### Clock network drawn from the DEF

(8 px per um)
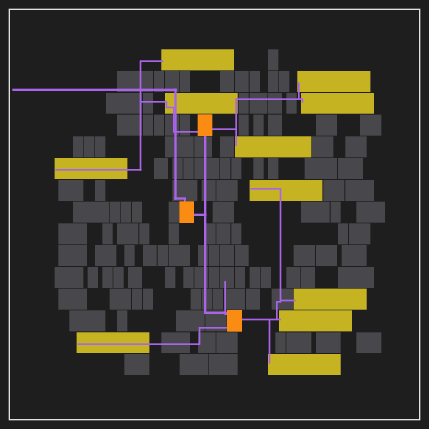
### The metal 1 layer

(6 px per um) Supply wires on this layer in grey.
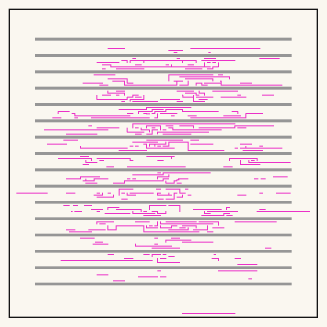
`src/rtl/ula_control_mc.sv`:
```
// ALU control unit: decodes aluop/function fields into a registered ALU control word,
// and holds that word for MUL/DIV while stalling the issuing stage for a fixed latency.
module ula_control_mc #(
  parameter int FUNCR_W = 4,
  parameter int FUNC_W  = 2,
  parameter int CTL_W   = 4,
  parameter int MUL_LAT = 4,
  parameter int DIV_LAT = 8,
  parameter int CNT_W   = 4
) (
  input  logic               clock,
  input  logic               reset,
  input  logic               flush,
  input  logic [1:0]         aluop,
  input  logic [FUNCR_W-1:0] func_tipor,
  input  logic [FUNC_W-1:0]  func_code,
  input  logic               in_valid,
  output logic               in_ready,
  output logic [CTL_W-1:0]   alu_ctl,
  output logic               out_valid,
  output logic               illegal,
  output logic               busy,
  output logic               state_dbg
);

  // Handshake: a request transfers on a rising edge where in_valid && in_ready;
  // in_ready is low while iterating, while flush is high and while reset is held.

  typedef enum logic {IDLE = 1'b0, ITER = 1'b1} state_t;

  localparam logic [CNT_W-1:0] MUL_CNT = CNT_W'(MUL_LAT - 1);
  localparam logic [CNT_W-1:0] DIV_CNT = CNT_W'(DIV_LAT - 1);

  state_t           state, state_n;
  logic [CNT_W-1:0] cnt, cnt_n;
  logic [CTL_W-1:0] ctl_n;
  logic             out_valid_n, illegal_n;

  logic [3:0] dec_code;
  logic       dec_illegal, dec_mul, dec_div;
  logic       hi_r, hi_i;
  logic       accept;

  // Function-field bits above the decoded nibble/pair make the op illegal.
  assign hi_r = |(func_tipor >> 4);
  assign hi_i = |(func_code >> 2);

  always_comb begin
    dec_code    = 4'b0010;
    dec_illegal = 1'b0;
    dec_mul     = 1'b0;
    dec_div     = 1'b0;
    case (aluop)
      2'b00: dec_code = 4'b0010;
      2'b01: dec_code = 4'b0110;
      2'b10: begin
        if (hi_r) begin
          dec_illegal = 1'b1;
        end else begin
          case (func_tipor[3:0])
            4'b0000: dec_code = 4'b0010;
            4'b0001: dec_code = 4'b0110;
            4'b0010: dec_code = 4'b0000;
            4'b0011: dec_code = 4'b0001;
            4'b0100: dec_code = 4'b0111;
            4'b0101: dec_code = 4'b1100;
            4'b0110: begin dec_code = 4'b1000; dec_mul = 1'b1; end
            4'b0111: begin dec_code = 4'b1001; dec_div = 1'b1; end
            default: dec_illegal = 1'b1;
          endcase
        end
      end
      default: begin
        if (hi_i) begin
          dec_illegal = 1'b1;
        end else begin
          case (func_code[1:0])
            2'b00:   dec_code = 4'b0010;
            2'b01:   dec_code = 4'b0000;
            2'b10:   dec_code = 4'b0001;
            default: dec_code = 4'b0111;
          endcase
        end
      end
    endcase
  end

  assign in_ready  = reset && (state == IDLE) && !flush;
  assign accept    = in_valid && in_ready;
  assign busy      = (state == ITER);
  assign state_dbg = state;

  always_comb begin
    state_n     = state;
    cnt_n       = cnt;
    ctl_n       = alu_ctl;
    out_valid_n = 1'b0;
    illegal_n   = 1'b0;
    if (flush) begin
      state_n = IDLE;
      cnt_n   = '0;
    end else begin
      case (state)
        IDLE: begin
          if (accept) begin
            if (dec_mul || dec_div) begin
              ctl_n   = CTL_W'(dec_code);
              cnt_n   = dec_mul ? MUL_CNT : DIV_CNT;
              state_n = ITER;
            end else begin
              ctl_n       = dec_illegal ? '1 : CTL_W'(dec_code);
              out_valid_n = 1'b1;
              illegal_n   = dec_illegal;
            end
          end
        end
        ITER: begin
          // The count stops at zero; completion is signalled on the edge that sees it.
          if (cnt == '0) begin
            state_n     = IDLE;
            out_valid_n = 1'b1;
          end else begin
            cnt_n = cnt - CNT_W'(1);
          end
        end
      endcase
    end
  end

  always_ff @(posedge clock or negedge reset) begin
    if (!reset) begin
      state     <= IDLE;
      cnt       <= '0;
      alu_ctl   <= '0;
      out_valid <= 1'b0;
      illegal   <= 1'b0;
    end else begin
      state     <= state_n;
      cnt       <= cnt_n;
      alu_ctl   <= ctl_n;
      out_valid <= out_valid_n;
      illegal   <= illegal_n;
    end
  end

endmodule

```
`config.mk`:
```
export PLATFORM = sky130hd
export DESIGN_NAME = ula_control_mc
export DESIGN_NICKNAME = d
export VERILOG_FILES = /design/src/rtl/ula_control_mc.sv
export SDC_FILE = /design/constraint.sdc
export NUM_CORES = 1
export LEC_CHECK = 0
export ABC_AREA = 1
export CORE_MARGIN = 4
export CORE_UTILIZATION = 40
export CTS_BUF_LIST = sky130_fd_sc_hd__clkbuf_2
export CTS_CLUSTER_SIZE = 8
export DETAILED_ROUTE_END_ITERATION = 12
export PLACE_DENSITY_LB_ADDON = 0.12
export SLEW_MARGIN = 40
export SYNTH_ARGS = -nofsm -noshare
export SYNTH_HDL_FRONTEND = slang
export SYNTH_SLANG_ARGS = --single-unit
```
`constraint.sdc`:
```
create_clock -name clock -period 1.65 [get_ports clock]
set_clock_uncertainty 0.15 [all_clocks]
set_input_delay 0.33 -clock clock [delete_from_list [all_inputs] [get_ports clock]]
set_output_delay 0.33 -clock clock [all_outputs]
set_load 0.03 [all_outputs]
```
==> tab_implementation.tex <==
% Generated from flow reports
\begin{tabular}{lr}
\hline
Metric & Value \\
\hline
\multicolumn{2}{l}{\textbf{Pwr}} \\
P per Cell Area & 669 nW/um\^{}2 \\
Max rail drop VDD & 345 uV \\
Power Sequential & 0.000314 W \\
\multicolumn{2}{l}{\textbf{Worst setup path}} \\
Worst setup path endpoint & in\_ready \\
Max Fanout on Critical Path & 3 \\
CP cell instances & nor2\_4 -> nand2\_1 -> inv\_1 -> buf\_4 \\
Register-to-register setup slack & 0.23 ns \\
Arrival time worst endpoint & 1.09 ns \\
\multicolumn{2}{l}{\textbf{Finish}} \\
Most frequently placed logic cells in the final layout & nand2\_1 (26), nor2\_1 (17), buf\_4 (16), inv\_1 (13), dfrtp\_1 (10) \\
Nets & 155 \\
Final non-filler cell total & 163 \\
\multicolumn{2}{l}{\textbf{Logic synthesis}} \\
Area fraction in mux cells & 0 \\
Most numerous cell types in the synthesized netlist & nand2\_1 (26), nor2\_1 (17), inv\_1 (13) \\
Adder Area Share & 0.0673 \\
Synthesized cell area & 743 um\^{}2 \\
Synthesized area divided by synthesized cell count & 7.22 um\^{}2 \\
\multicolumn{2}{l}{\textbf{Place}} \\
IO Port Bufs & 20 \\
Setup Slack @ Placement & -0.0959 ns \\
\multicolumn{2}{l}{\textbf{Clock tree}} \\
Maximum clock insertion buffer count & 2 \\
Clock Pin Slew Worst Setup and Hold Paths & 0.12 ns \\
\multicolumn{2}{l}{\textbf{Die}} \\
Boundary pin count & 21 \\
\multicolumn{2}{l}{\textbf{Final timing}} \\
Min cycle time layout & 1.57 ns \\
Count of final setup violators & 0 \\
\multicolumn{2}{l}{\textbf{Detailed routing}} \\
Detail-routed net length per standard cell & 10.5 um \\
Antenna Nets Post-Route & 0 \\
Detail Route met2 WL & 754 um \\
\multicolumn{2}{l}{\textbf{Min path}} \\
Endpoint of the worst hold-timing path & busy\$\_DFF\_PN0\_ \\
\multicolumn{2}{l}{\textbf{Outcome}} \\
Status & finished clean \\
\hline
\end{tabular}
-- 'Clock network drawn from the DEF' (at the start) --
[yellow] flip-flops | count: 11
[orange] clock drivers | count: 3
[purple] clock wires | length: 186 um
routed clock nets: 4
clock network power share: 0.229
Clock Latency Late Sink: 0.26 ns

-- 'The metal 1 layer' (at the start) --
wire length on this layer: 807 um
longest straight run: 17.0 um
share of all routed wire: 47%
nets with wire on the layer: 135
final WL: 1710 um
met1 capacity usage during global routing: 0.198

No activity file was given, so power comes from the tool's default toggle rates.
